### src/rtl/limn2600_bus_fabric_if.sv
// Limn2600 system bus bundle: CPU-side request/response plus the broadcast
// slave-side signals. The slave modport is the fabric's view of the bus.
interface limn2600_bus_fabric_if #(
    parameter int NUM_SLAVES = 4,
    parameter int ADDR_W     = 32,
    parameter int DATA_W     = 32
);
    logic                         m_cs;
    logic                         m_we;
    logic [ADDR_W-1:0]            m_addr;
    logic [DATA_W-1:0]            m_data_in;
    logic [DATA_W-1:0]            m_data_out;
    logic                         m_rdy;
    logic                         m_err;
    logic [NUM_SLAVES-1:0]        s_cs;
    logic                         s_we;
    logic [ADDR_W-1:0]            s_addr;
    logic [DATA_W-1:0]            s_data_out;
    logic [NUM_SLAVES*DATA_W-1:0] s_data_in;
    logic [NUM_SLAVES-1:0]        s_rdy;

    modport master (
        output m_cs, m_we, m_addr, m_data_in,
        input  m_data_out, m_rdy, m_err
    );

    modport slave (
        input  m_cs, m_we, m_addr, m_data_in, s_data_in, s_rdy,
        output m_data_out, m_rdy, m_err, s_cs, s_we, s_addr, s_data_out
    );
endinterface

### src/rtl/limn2600_bus_fabric.sv
// Single-master, multi-slave Limn2600 bus fabric: registers one CPU request,
// routes it to the address-decoded slave and returns data, or an error on unmapped/timeout.
module limn2600_bus_fabric #(
    parameter int                          NUM_SLAVES = 4,
    parameter int                          ADDR_W     = 32,
    parameter int                          DATA_W     = 32,
    parameter logic [NUM_SLAVES*ADDR_W-1:0] SLAVE_BASE =
        {32'hF9000000, 32'hF8000000, 32'h10000000, 32'h00000000},
    parameter logic [NUM_SLAVES*ADDR_W-1:0] SLAVE_MASK =
        {32'hFF000000, 32'hFF000000, 32'hF0000000, 32'hF0000000},
    parameter int                          TIMEOUT    = 256
) (
    input  logic                 clk,
    input  logic                 rst,
    limn2600_bus_fabric_if.slave bus,
    output logic [1:0]           state_o
);
    // Handshake: master holds m_cs (and its address/data) until it sees the
    // one-cycle m_rdy pulse; the selected slave answers with s_rdy while its s_cs is high.
    localparam logic [1:0] IDLE   = 2'd0;
    localparam logic [1:0] ACCESS = 2'd1;
    localparam logic [1:0] RESP   = 2'd2;

    localparam int SEL_W = (NUM_SLAVES > 1) ? $clog2(NUM_SLAVES) : 1;
    localparam int CNT_W = (TIMEOUT > 2) ? $clog2(TIMEOUT) : 1;
    localparam logic [CNT_W-1:0] CNT_LAST = CNT_W'((TIMEOUT > 0) ? TIMEOUT - 1 : 0);

    logic [1:0]            state_q, state_d;
    logic [CNT_W-1:0]      cnt_q, cnt_d;
    logic [SEL_W-1:0]      sel_q, sel_d;
    logic [NUM_SLAVES-1:0] s_cs_q, s_cs_d;
    logic                  s_we_q, s_we_d;
    logic [ADDR_W-1:0]     s_addr_q, s_addr_d;
    logic [DATA_W-1:0]     s_wdata_q, s_wdata_d;
    logic                  m_rdy_q, m_rdy_d;
    logic                  m_err_q, m_err_d;
    logic [DATA_W-1:0]     m_rdata_q, m_rdata_d;

    logic                  dec_hit;
    logic [SEL_W-1:0]      dec_sel;
    logic                  sel_rdy;
    logic [DATA_W-1:0]     sel_rdata;

    // Descending scan so the lowest matching index is the one left standing.
    always_comb begin
        dec_hit = 1'b0;
        dec_sel = '0;
        for (int i = NUM_SLAVES - 1; i >= 0; i--) begin
            if ((bus.m_addr & SLAVE_MASK[i*ADDR_W +: ADDR_W]) == SLAVE_BASE[i*ADDR_W +: ADDR_W]) begin
                dec_hit = 1'b1;
                dec_sel = SEL_W'(i);
            end
        end
    end

    always_comb begin
        sel_rdy   = 1'b0;
        sel_rdata = '0;
        for (int i = 0; i < NUM_SLAVES; i++) begin
            if (sel_q == SEL_W'(i)) begin
                sel_rdy   = bus.s_rdy[i];
                sel_rdata = bus.s_data_in[i*DATA_W +: DATA_W];
            end
        end
    end

    always_comb begin
        state_d   = state_q;
        cnt_d     = cnt_q;
        sel_d     = sel_q;
        s_cs_d    = s_cs_q;
        s_we_d    = s_we_q;
        s_addr_d  = s_addr_q;
        s_wdata_d = s_wdata_q;
        m_rdy_d   = 1'b0;
        m_err_d   = m_err_q;
        m_rdata_d = m_rdata_q;
        case (state_q)
            IDLE: begin
                m_err_d = 1'b0;
                s_cs_d  = '0;
                if (bus.m_cs) begin
                    s_addr_d  = bus.m_addr;
                    s_we_d    = bus.m_we;
                    s_wdata_d = bus.m_data_in;
                    if (dec_hit) begin
                        state_d = ACCESS;
                        sel_d   = dec_sel;
                        cnt_d   = '0;
                        for (int i = 0; i < NUM_SLAVES; i++) begin
                            s_cs_d[i] = (dec_sel == SEL_W'(i));
                        end
                    end else begin
                        state_d   = RESP;
                        m_rdy_d   = 1'b1;
                        m_err_d   = 1'b1;
                        m_rdata_d = '1;
                    end
                end
            end
            ACCESS: begin
                if (sel_rdy) begin
                    state_d = RESP;
                    s_cs_d  = '0;
                    m_rdy_d = 1'b1;
                    m_err_d = 1'b0;
                    if (!s_we_q) begin
                        m_rdata_d = sel_rdata;
                    end
                end else if (TIMEOUT != 0 && cnt_q == CNT_LAST) begin
                    state_d   = RESP;
                    s_cs_d    = '0;
                    m_rdy_d   = 1'b1;
                    m_err_d   = 1'b1;
                    m_rdata_d = '1;
                end else begin
                    cnt_d = cnt_q + CNT_W'(1);
                end
            end
            RESP: begin
                state_d = IDLE;
                m_err_d = 1'b0;
            end
            default: begin
                state_d = IDLE;
                s_cs_d  = '0;
                m_err_d = 1'b0;
            end
        endcase
    end

    always_ff @(posedge clk) begin
        if (!rst) begin
            state_q   <= IDLE;
            cnt_q     <= '0;
            sel_q     <= '0;
            s_cs_q    <= '0;
            s_we_q    <= 1'b0;
            s_addr_q  <= '0;
            s_wdata_q <= '0;
            m_rdy_q   <= 1'b0;
            m_err_q   <= 1'b0;
            m_rdata_q <= '0;
        end else begin
            state_q   <= state_d;
            cnt_q     <= cnt_d;
            sel_q     <= sel_d;
            s_cs_q    <= s_cs_d;
            s_we_q    <= s_we_d;
            s_addr_q  <= s_addr_d;
            s_wdata_q <= s_wdata_d;
            m_rdy_q   <= m_rdy_d;
            m_err_q   <= m_err_d;
            m_rdata_q <= m_rdata_d;
        end
    end

    assign bus.s_cs       = s_cs_q;
    assign bus.s_we       = s_we_q;
    assign bus.s_addr     = s_addr_q;
    assign bus.s_data_out = s_wdata_q;
    assign bus.m_rdy      = m_rdy_q;
    assign bus.m_err      = m_err_q;
    assign bus.m_data_out = m_rdata_q;
    assign state_o        = state_q;
endmodule

### src/flat_wrapper.sv
// flat-port wrapper written by rule: the top's interface ports become plain ports
module limn2600_bus_fabric_flat 
#(
    parameter int                          NUM_SLAVES = 4,
    parameter int                          ADDR_W     = 32,
    parameter int                          DATA_W     = 32,
    parameter logic [NUM_SLAVES*ADDR_W-1:0] SLAVE_BASE =
        {32'hF9000000, 32'hF8000000, 32'h10000000, 32'h00000000},
    parameter logic [NUM_SLAVES*ADDR_W-1:0] SLAVE_MASK =
        {32'hFF000000, 32'hFF000000, 32'hF0000000, 32'hF0000000},
    parameter int                          TIMEOUT    = 256
)
  (clk, rst, state_o, bus_m_cs, bus_m_we, bus_m_addr, bus_m_data_in, bus_s_data_in, bus_s_rdy, bus_m_data_out, bus_m_rdy, bus_m_err, bus_s_cs, bus_s_we, bus_s_addr, bus_s_data_out);
  limn2600_bus_fabric_if #(.NUM_SLAVES(NUM_SLAVES), .ADDR_W(ADDR_W), .DATA_W(DATA_W)) bus_i ();
  input  logic clk;
  input  logic rst;
  output logic [1:0] state_o;
  input wire logic [$bits(bus_i.m_cs)-1:0] bus_m_cs;
  input wire logic [$bits(bus_i.m_we)-1:0] bus_m_we;
  input wire logic [$bits(bus_i.m_addr)-1:0] bus_m_addr;
  input wire logic [$bits(bus_i.m_data_in)-1:0] bus_m_data_in;
  input wire logic [$bits(bus_i.s_data_in)-1:0] bus_s_data_in;
  input wire logic [$bits(bus_i.s_rdy)-1:0] bus_s_rdy;
  output wire logic [$bits(bus_i.m_data_out)-1:0] bus_m_data_out;
  output wire logic [$bits(bus_i.m_rdy)-1:0] bus_m_rdy;
  output wire logic [$bits(bus_i.m_err)-1:0] bus_m_err;
  output wire logic [$bits(bus_i.s_cs)-1:0] bus_s_cs;
  output wire logic [$bits(bus_i.s_we)-1:0] bus_s_we;
  output wire logic [$bits(bus_i.s_addr)-1:0] bus_s_addr;
  output wire logic [$bits(bus_i.s_data_out)-1:0] bus_s_data_out;
  assign bus_i.m_cs = bus_m_cs;
  assign bus_i.m_we = bus_m_we;
  assign bus_i.m_addr = bus_m_addr;
  assign bus_i.m_data_in = bus_m_data_in;
  assign bus_i.s_data_in = bus_s_data_in;
  assign bus_i.s_rdy = bus_s_rdy;
  assign bus_m_data_out = bus_i.m_data_out;
  assign bus_m_rdy = bus_i.m_rdy;
  assign bus_m_err = bus_i.m_err;
  assign bus_s_cs = bus_i.s_cs;
  assign bus_s_we = bus_i.s_we;
  assign bus_s_addr = bus_i.s_addr;
  assign bus_s_data_out = bus_i.s_data_out;
  limn2600_bus_fabric #(.NUM_SLAVES(NUM_SLAVES), .ADDR_W(ADDR_W), .DATA_W(DATA_W), .SLAVE_BASE(SLAVE_BASE), .SLAVE_MASK(SLAVE_MASK), .TIMEOUT(TIMEOUT)) u_core (.clk(clk), .rst(rst), .bus(bus_i), .state_o(state_o));
endmodule
### config.mk
export PLATFORM = sky130hd
export DESIGN_NAME = limn2600_bus_fabric_flat
export DESIGN_NICKNAME = d
export VERILOG_FILES = /design/src/rtl/limn2600_bus_fabric_if.sv /design/src/rtl/limn2600_bus_fabric.sv /design/src/flat_wrapper.sv
export SDC_FILE = /design/constraint.sdc
export NUM_CORES = 1
export LEC_CHECK = 0
export CORE_MARGIN = 2
export CORE_UTILIZATION = 37
export DETAILED_ROUTE_END_ITERATION = 16
export GPL_ROUTABILITY_DRIVEN = 0
export GPL_TIMING_DRIVEN = 0
export PLACE_DENSITY = 0.8
export SYNTH_ARGS = -nofsm -noshare
export SYNTH_HDL_FRONTEND = slang
export SYNTH_SLANG_ARGS = --single-unit
### constraint.sdc
create_clock -name clk -period 2.25 [get_ports clk]
set_clock_uncertainty 0.2 [all_clocks]
set_input_delay 0.45 -clock clk [delete_from_list [all_inputs] [get_ports clk]]
set_output_delay 0.45 -clock clk [all_outputs]
set_load 0.1 [all_outputs]
==> run_1/registers.png <==
Other sequential cells in the stronger gray, the rest of the logic in the fainter gray.
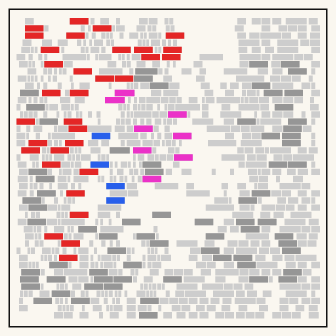
u_core.bus.s_cs -> blue  # sequential cells 4
u_core.cnt_q -> magenta  # sequential cells 8, where middle
u_core.bus.s_addr -> red  # sequential cells 32

==> run_1/clock_map.png <==
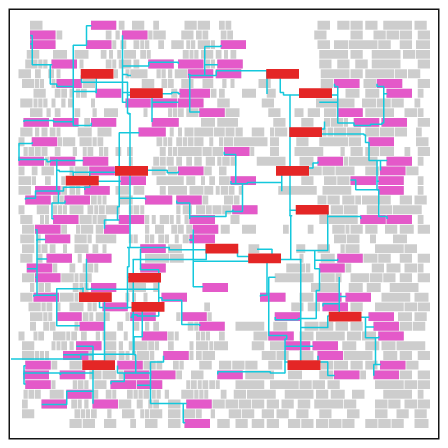
clock wires -> cyan  # length 1520 um
cells driving clock nets -> red  # count 17
flip-flops -> magenta  # count 115
flops lie = all over the die

==> impl_metrics.tcl, run 1 <==
# implementation run metrics
set metrics [dict create \
    p_switching_mw 2.380 \
    required_ps 1600 \
    p_clk_share_pct 38.9 \
    grt_max_degree 17 \
    rows 42 \
    async_flop_share_pct 0 \
    ys_types 37 \
    cts_root_buf "clkbuf_16" \
    ant_nets 0 \
    slew_violations 0 \
    drive_above_1_share_pct 26.00 \
    grt_pass1_vias 5511 \
    wl_per_cell_um 18.35 \
    drtIter0Drc 315 \
    topCombFamilyByArea "AND-OR/OR-AND gates" \
    flop_area_um2 2310 \
    switching_share_pct 34.00 \
    power_frac_comb_pct 28.8 \
    crit_fanout 2 \
    drc 0 \
    antenna_found_initial 2 \
    syn-cell-area_um2 4967 \
    ys.flop_type "dfxtp_1" \
    htreeDepth 4 \
    yosys.stat.seqShare_pct 46.35 \
    postCtsSetupBuffers 1 \
    status "completed" \
    fill_cells 1070 \
    simple_gate_area_share_pct 15.19 \
    tool_warnings 26 \
    fmax_mhz 451.1 \
    yosysTopAreaCell "dfxtp_1" \
    end_kind "primary output" \
    synth_flops 115 \
    num_vias 5437 \
    p_leak_nw 3.317 \
    cp_data_arrival_time_ps 1570 \
    slew_headroom_pct 35.19 \
    seq_power_mw 2.26 \
    fin_ws_ps 33.42 \
    portBuffers 303 \
    fp.coreArea_um2 13190 \
    clock_latency_ps 400 \
    min_path_type "reg2reg" \
    largestPowerGroup "clock" \
    dp_slack_ps -603.7 \
    chipArea_um2 14370 \
    grt_pass1_wl_um 28680 \
    internal_power_mw 4.620 \
    cts_buffers 17 \
    synth_nets 708 \
    via_per_inst 5.289 \
    crit_slowest_cell "clkdlybuf4s15_1" \
    cp-start-kind "register" \
    synth_cells 507 \
    pwr_density_cell_nw_per_um2 799.3 \
    ios 305 \
    tritoncts "yes" \
    routed_wl_um 18860 \
    vdd_drop_max_mv 0.5149 \
    syn-mean-instance-area_um2 9.797 \
    crit_buf_inv 1 \
    fp_util_pct 37.66 \
    cts_resized 245 \
    final_cell_mix "198 x clkdlybuf4s50_1, 139 x nand2_1, 111 x dfxtp_1" \
    ys_sh_adder_pct 0.2519 \
    crit_chain "clkdlybuf4s15_1" \
    tns_ps 0 \
    critPathKind "reg2out" \
    synthToLayoutAreaGrowth_pct 76.32 \
    logic_area_um2 2516 \
    setup_viol 0 \
    critical_path.max_stage_delay_ps 830 \
    path_clk_slew_ps 50 \
    clock_path_buffers 2 \
    synth-edff-count 0 \
    p_seq_share_pct 32.3 \
    ys_cells 507 \
    p_clk_mw 2.72 \
    hold_violations 0 \
    synth.area.mux_share_pct 15.59 \
    firstDrtPassIters 5 \
    ys_warn_count 0 \
    drv_cap 0 \
    dieHeight_um 119.9 \
    crit_family "buffers and inverters" \
    die_w_um 119.9 \
    min_period_ps 2217 \
    grt-ovfl-total 0 \
    worst_slew_pin_slew_ps 976.1 \
    final_common_cell "clkdlybuf4s50_1" \
    yosys.area.top_type_share_pct 46.35 \
    period_used_pct 98.51 \
    nets 1038 \
    dp_hpwl_um 14630 \
    comb_power_mw 2.02 \
    compound_area_share_pct 18.09 \
]
==> run_1/final_congestion.png <==
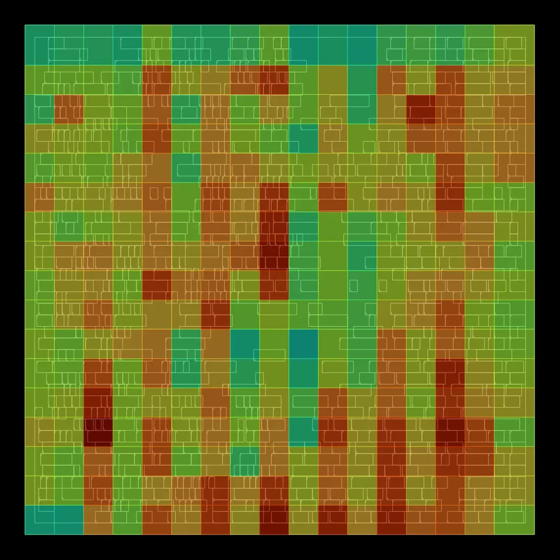
global route hottest layer: met2
GRT Overall Usage: 25.76%
GRT met2 Usage: 46.46%

[run 1: worst paths after layout]
path	startpoint	depth (start not counted)	slack, ps	endpoint
worst max-delay path	u_core.bus.m_data_out[25]	1	30	bus_m_data_out[25]
worst min-delay path	u_core.bus.s_data_out[10]	2	250	u_core.bus.s_data_out[10]
worst max register to register	u_core.sel_q[0]	6	90	u_core.bus.m_data_out[11]
worst min register to register	u_core.bus.s_data_out[10]	2	250	u_core.bus.s_data_out[10]
[run 1: cell type report]
class	instances	area share, %
multi-input cells	345	28.73
plain buffers	42	2.471
clock inverters	9	1.471
inverters	4	0.1714
clock buffers	23	5.343
diodes	2	0.05714
well taps	176	2.514
repair buffers	312	32.87
flip-flops and latches	115	26.37
[run 1: per-layer routing]
metal	up-vias	wire length [um]	track usage (%)
met4	0	455	10.88
met2	295	9911	46.46
li1	2518	-	-
met5	-	0	0
met1	2579	6844	27.68
met3	45	1652	8.127
[run 1: synth_stat cells, types with 2 or more instances]
master	count
mux2i_1	2
buf_8	3
and3_1	2
inv_1	4
nor3_1	6
nor2_1	15
a22oi_1	2
mux4_2	33
buf_2	6
nand4_1	2
o21ai_0	3
buf_1	2
clkbuf_1	31
or4_1	6
a21oi_1	76
o31ai_1	7
nand2_1	139
o221a_2	30
o221a_1	3
nand3_1	3
a32oi_1	2
dfxtp_1	115
[run 1: per-stage QoR]
stage / hold slack (ps) / cell area (um^2) / instances / util, % / power [mW]
3_5_place_dp: 247.7 / 8225 / 986 / 62.36 / 4.381
5_1_grt: 269.6 / 8758 / 1028 / 66.40 / 7.233
6_report: 252.1 / 8758 / 1028 / 66.40 / 7.000
4_1_cts: 253.1 / 8881 / 1018 / 67.33 / 7.047
2_1_floorplan: 247.4 / 4972 / 507 / - / 3.643
3_3_place_gp: 241.1 / 8225 / 986 / 62.36 / 4.348
==> run 1 -> run 2 <==
Settings changed: PLACE_DENSITY 0.8 to 0.78.
==> run_2/clock_map.png <==
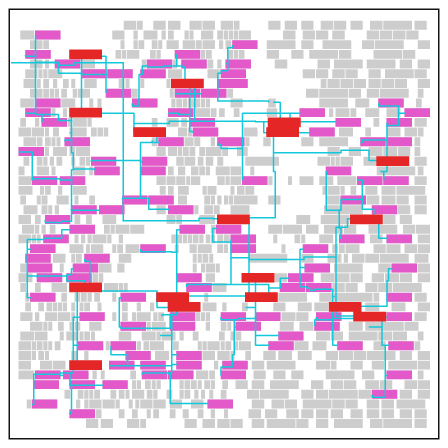
cells driving clock nets -> red  # count 17
flip-flops -> magenta  # count 115
clock wires -> cyan  # length 1480 um
flops lie = all over the die
routed clock nets = 18
Clock group: 2.88 mW
clk_lat worst skew: 400 ps
clock power share: 40.3%

==> run 2 against run 1 <==
Compared with the run above: the run now ends with negative setup slack left; first-iteration DRC count is 12% higher; flip-flop count stayed put; cell count is 0.88% lower; count of clock-buffer cells in the layout is 2 lower; die area stayed put; routed wire length is 0.10% lower; highest routed layer unchanged.
==> impl_metrics.tcl, run 2 <==
# implementation run metrics
set metrics [dict create \
    status "finished, violations left" \
    violations "negative setup slack" \
    grt_pass1_wl_um 29070 \
    async_flop_share_pct 0 \
    portBuffers 303 \
    period_used_pct 101.1 \
    drv_cap 0 \
    clock-sinks 115 \
    crit_slowest_cell "clkdlybuf4s50_1" \
    ys_warn_count 0 \
    grt_max_degree 17 \
    wl_per_cell_um 18.49 \
    synth_cells 507 \
    fmax_mhz 439.7 \
    holdWs_ps 212.0 \
    ys.flop_type "dfxtp_1" \
    cp_data_arrival_time_ps 2400 \
    slew_violations 0 \
    crit_buf_inv 2 \
    p_leak_nw 3.301 \
    hold_violations 0 \
    common_cells "139 x nand2_1, 115 x dfxtp_1, 76 x a21oi_1" \
    ios 305 \
    critical_path.max_stage_delay_ps 490 \
    ys_chip_area_um2 4967 \
    met1_length_um 7213 \
    rsz0062_at_grt "true" \
    top_cell "nand2_1" \
    crit_family "simple AND/OR/NAND/NOR gates" \
    dp.cells 986 \
    cts_buffers 17 \
    clock_path_buffers 2 \
    worst_slew_pin_slew_ps 974.6 \
    met2_length_um 9543 \
    tool_warnings 27 \
    tritoncts "yes" \
    routed.top_layer "met4" \
    flop_area_um2 2307 \
    setup_viol 1 \
    grt_pass1_vias 5451 \
    pwr_density_cell_nw_per_um2 819.3 \
    antenna_found_initial 3 \
    fin_ws_ps -24.44 \
    nets 1029 \
    grt-ovfl-total 0 \
    drc 0 \
    yosys.stat.seqShare_pct 46.35 \
    synth_nets 708 \
    fill_cells 1081 \
    final_common_cell "clkdlybuf4s50_1" \
    cts_root_buf "clkbuf_16" \
    grt_use_total_pct 26.44 \
    via_per_inst 5.178 \
    cp-start-kind "primary input" \
    synth-edff-count 0 \
    required_ps 2380 \
    routed_wl_um 18850 \
    cts_hold_buf 0 \
    synth_flops 115 \
    firstDrtPassIters 5 \
    htreeDepth 4 \
    min_path_type "in2reg" \
    slew_headroom_pct 35.28 \
    yosysTopAreaCell "dfxtp_1" \
    final_cells 1019 \
    drtIter0Drc 354 \
    path_clk_slew_ps 50 \
    num_vias 5276 \
    fp_util_pct 37.66 \
    total_power_mw 7.144 \
    route.met3.wl_um 1571 \
    rows 42 \
    end_kind "register" \
    ys_types 37 \
    chipArea_um2 14370 \
    dp_slack_ps -601.2 \
    drive_above_1_share_pct 25.00 \
    ys_cells 507 \
    yosys.area.top_type_share_pct 46.35 \
    critPathKind "in2reg" \
    final_cell_mix "196 x clkdlybuf4s50_1, 139 x nand2_1, 113 x dfxtp_1" \
    crit_fanout 10 \
    logic_area_um2 2482 \
    dp_hpwl_um 14740 \
    ant_nets 0 \
    syn-cell-area_um2 4967 \
    syn-mean-instance-area_um2 9.797 \
    synthToLayoutAreaGrowth_pct 75.54 \
    min_period_ps 2274 \
    crit_chain "clkdlybuf4s50_1, or3b_4, nor2_2, o31ai_2, buf_4, or4_1, a21oi_2" \
]
==> run_2/pdn.png <==
Pins as bars on the die edge. Tap cells in gray.
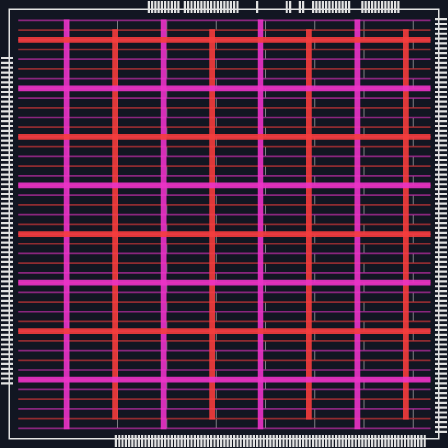
VDD -> red
VSS -> magenta
rows = 42
signal pins = 305
met1 rails = 43
met5 straps = 8
die width: 119.9 um
Core Region: 13190 um^2
Peak VDD IR: 0.5686 mV
die height: 119.9 um

run 2: logic make-up after synthesis:
logic type | count (synthesis) | synth area share [%]
flops | 115 | 46.35
compound gates | 127 | 18.09
fa+ha+maj | 1 | 0.2518
simple gates | 181 | 15.19
buf+inv | 47 | 4.534
mux | 36 | 15.59
run 2: timing repair:
action,CTS,global route
buffers inserted,1,0
pin swaps,0,1
resized,257,63
setup endpoints to repair,146,91
run 2: power breakdown:
group          switching (mW)  internal, mW
Combinational            1.37         0.640
Clock                   0.896          1.98
Sequential             0.0795          2.18
Total                    2.34          4.80
run 2: final cells by class:
type	count	share of cell area (%)
Tap cell	176	2.525
Inverter	4	0.1722
Clock buffer	21	5.166
Buffer	41	2.382
Clock inverter	10	2.066
Timing Repair Buffer	304	32.67
Antenna cell	3	0.08610
Multi-Input combinational cell	345	28.47
Sequential cell	115	26.46
run 2: routing by layer:
metal | track usage, % | vias up
li1 | - | 2496
met1 | 29.23 | 2509
met2 | 45.54 | 239
met3 | 10.17 | 32
met4 | 10.81 | 0
met5 | 0 | -
run 2: final timing paths:
check	startpoint	end	slack (ps)	depth (start not counted)
setup reg to reg	u_core.sel_q[0]	u_core.bus.m_data_out[10]	70	5
setup / recovery	bus_m_addr[27]	u_core.cnt_q[2]	-20	7
hold reg to reg	u_core.bus.s_addr[17]	u_core.bus.s_addr[17]	250	2
hold / removal	bus_m_addr[26]	u_core.bus.s_addr[26]	210	3
run 2: through the flow:
| step | TNS [ps] | area (um^2) | utilization [%] |
|---|---|---|---|
| floorplan | 0 | 4972 | - |
| global placement | -34780 | 8225 | 62.36 |
| detailed placement | -38210 | 8225 | 62.36 |
| CTS | 0 | 8932 | 67.72 |
| global route | -694.1 | 8720 | 66.11 |
| finish | -24.44 | 8720 | 66.11 |
Power is estimated from default activity; no workload was simulated.
